==> images/logic_types.png <==
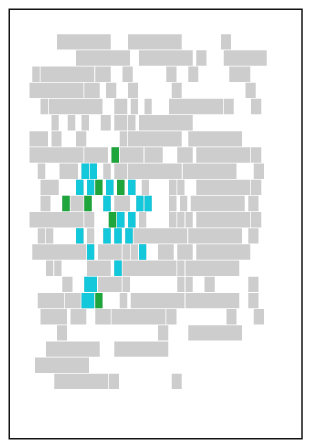
==> images/layer_met2.png <==
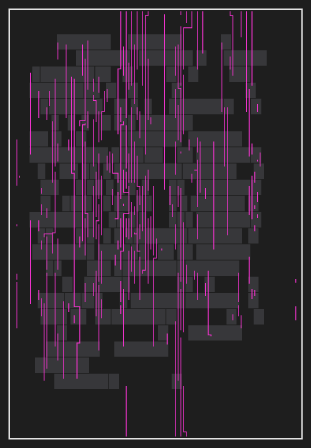
$ cat src/rtl/decoder_5to32_reg.sv
// Registered 5-to-32 one-hot decoder with enable and selectable output polarity.
// raw is the active-high one-hot word; m is raw, optionally inverted as a whole.
// With REGISTERED=1 the outputs lag sel/en by one clock. With REGISTERED=0 they
// follow sel/en combinationally. In both modes rst_n low forces the deasserted pattern.
module decoder_5to32_reg #(
    parameter bit REGISTERED = 1'b1,
    parameter bit ACTIVE_LOW = 1'b0
) (
    input  logic        clk,
    input  logic        rst_n,
    input  logic        en,
    input  logic [4:0]  sel,
    output logic [31:0] m,
    output logic        valid
);

    logic [31:0] raw_d;
    logic        valid_d;
    logic [31:0] raw_out;
    logic        valid_out;

    // One comparator per output line. Every sel code is legal, so exactly one
    // line is set while en is high, and no line is set while en is low.
    generate
        for (genvar gi = 0; gi < 32; gi++) begin : g_line
            assign raw_d[gi] = en & (sel == 5'(gi));
        end
    endgenerate

    // valid tracks en directly: a decode is present whenever en is high.
    always_comb begin
        valid_d = en;
    end

    generate
        if (REGISTERED) begin : g_reg
            logic [31:0] raw_q;
            logic        valid_q;

            // Output register. The asynchronous clear means the reset takes effect
            // mid-cycle. The first decode after release appears on the next rising edge.
            always_ff @(posedge clk or negedge rst_n) begin
                if (!rst_n) begin
                    raw_q   <= 32'h0000_0000;
                    valid_q <= 1'b0;
                end else begin
                    raw_q   <= raw_d;
                    valid_q <= valid_d;
                end
            end

            assign raw_out   = raw_q;
            assign valid_out = valid_q;
        end else begin : g_comb
            // Combinational path. clk is unused here. Reset only gates the outputs.
            always_comb begin
                raw_out   = 32'h0000_0000;
                valid_out = 1'b0;
                if (rst_n) begin
                    raw_out   = raw_d;
                    valid_out = valid_d;
                end
            end
        end
    endgenerate

    // The polarity is applied last, so the deasserted pattern is all ones when active-low.
    always_comb begin
        m     = ACTIVE_LOW ? ~raw_out : raw_out;
        valid = valid_out;
    end

endmodule

$ cat config.mk
export PLATFORM = sky130hd
export DESIGN_NAME = decoder_5to32_reg
export DESIGN_NICKNAME = d
export VERILOG_FILES = /design/src/rtl/decoder_5to32_reg.sv
export SDC_FILE = /design/constraint.sdc
export NUM_CORES = 1
export LEC_CHECK = 0
export ABC_AREA = 1
export ABC_CLOCK_PERIOD_IN_PS = 800
export CORE_AREA = 3 3 46 69
export CTS_BUF_LIST = sky130_fd_sc_hd__clkbuf_4
export DETAILED_ROUTE_END_ITERATION = 8
export DIE_AREA = 0 0 49 72
export PLACE_DENSITY = 0.77
export SYNTH_ARGS = -nofsm -noshare
export SYNTH_HDL_FRONTEND = slang
export SYNTH_SLANG_ARGS = --single-unit
$ cat constraint.sdc
create_clock -name clk -period 0.8 [get_ports clk]
set_input_delay 0.16 -clock clk [delete_from_list [all_inputs] [get_ports clk]]
set_output_delay 0.16 -clock clk [all_outputs]
set_load 0.005 [all_outputs]
==> run summary <==
Synthesis and PnR results.

- Per the detail_route report, the via count comes to ~820.
- Across all setup checks in the final design, the least slack found is -0.1890 ns.
- The number of sequential cells in the layout is 33.
- Per the detail_route report, vias per standard cell equal roughly 4.3.
- The run reported a max-capacitance violation count of 0.
- Of the available clock period, the critical path in the final layout requires 1.236.
- The total iterations of the first detailed-routing run is 4.
- The total of clock buffers placed in the layout reads 8.
- The checks that failed: negative setup slack.
- The layer with the highest usage after global routing reads met2.
- Endpoints failing hold in the final report were tallied at 0.
- For this run, the top clock speed supported by timing is roughly 1000 MHz.
- The multi-input logic area is ~250 µm².
- In the synthesized netlist, the number of instances is 100.
- The portion of the post-synthesis area used by sequential elements reads 0.7560.
- Once layout is complete, the utilization of the core stands at 0.5615.
- Per the finish-stage timing summary, setup violations number 33.
- The quantity of gates resized following cts reads 138.
- The flip-flop count of the largest register, all copies and words added reads 32.
- The maximum clock insertion buffer count reads 2.
- The run finished, with violations left.
## Picture notes: logic_types.png
| family | color | cells | most used |
|---|---|---|---|
| inv cells | green | 7 | inv_1 |
| nand cells | cyan | 20 | nand2_1 |

## Picture notes: layer_met2.png
longest straight run: 29.4 µm
wire length on this layer: 1280 µm
nets with wire on the layer: 139
share of all routed wire: 55%

## logic make-up after synthesis
logic type,after synthesis,share of synthesized area
flip-flops,33,0.7560
buffers and inverters,9,0.03551
AND/OR/NAND/NOR,58,0.2085
## worst min-delay path by stage
stage	startpoint	to	slack (ns)	cells after the start
finish	en	valid$_DFF_PN0_	0.04	1
global route	en	valid$_DFF_PN0_	0.04	1
CTS	rst_n	m[15]$_DFF_PN0_	0.19	2
detailed placement	rst_n	m[0]$_DFF_PN0_	0.54	2
global placement	rst_n	m[6]$_DFF_PN0_	0.54	2
floorplan	rst_n	m[0]$_DFF_PN0_	-0.14	0
## power by group
group / internal, mW / switching [mW]
Sequential: 1.68 / 0.00400
Combinational: 0.0824 / 0.135
Clock: 0.452 / 0.492
## through the flow
stage          cell area [µm²]  power [mW]  setup slack [ns]  hold slack [ns]
3_3_place_gp              1577       1.944           -0.3874           0.5415
4_1_cts                   1476       2.859           -0.2085           0.1929
3_5_place_dp              1577       1.951           -0.4503           0.5444
5_1_grt                   1503       2.974           -0.2343          0.03641
6_report                  1503       2.848           -0.1890          0.04473
2_1_floorplan             1092       1.798            0.1264          -0.1356
## layer usage
layer  vias to the layer above  part of all wire  wire (µm)
li1                        392                 -          -
met3                         5             0.061        143
met2                        29              0.55       1284
met5                         -                 0          0
met1                       390              0.37        864
met4                         0             0.016         38
## placed cells by master (no fill, tap or decap)
| master | instances |
|---|---|
| dfrtp_1 | 33 |
| buf_2 | 33 |
| nor2_1 | 32 |
| nand2_1 | 18 |
| clkbuf_4 | 8 |
| inv_1 | 7 |
| nor2_2 | 4 |
| dlygate4sd2_1 | 4 |
| buf_6 | 3 |
| nand2_2 | 2 |
| nor2_4 | 2 |
| dlymetal6s2s_1 | 2 |
| clkdlybuf4s50_1 | 1 |
| buf_4 | 1 |
| buf_12 | 1 |
Power is estimated from default activity; no workload was simulated.
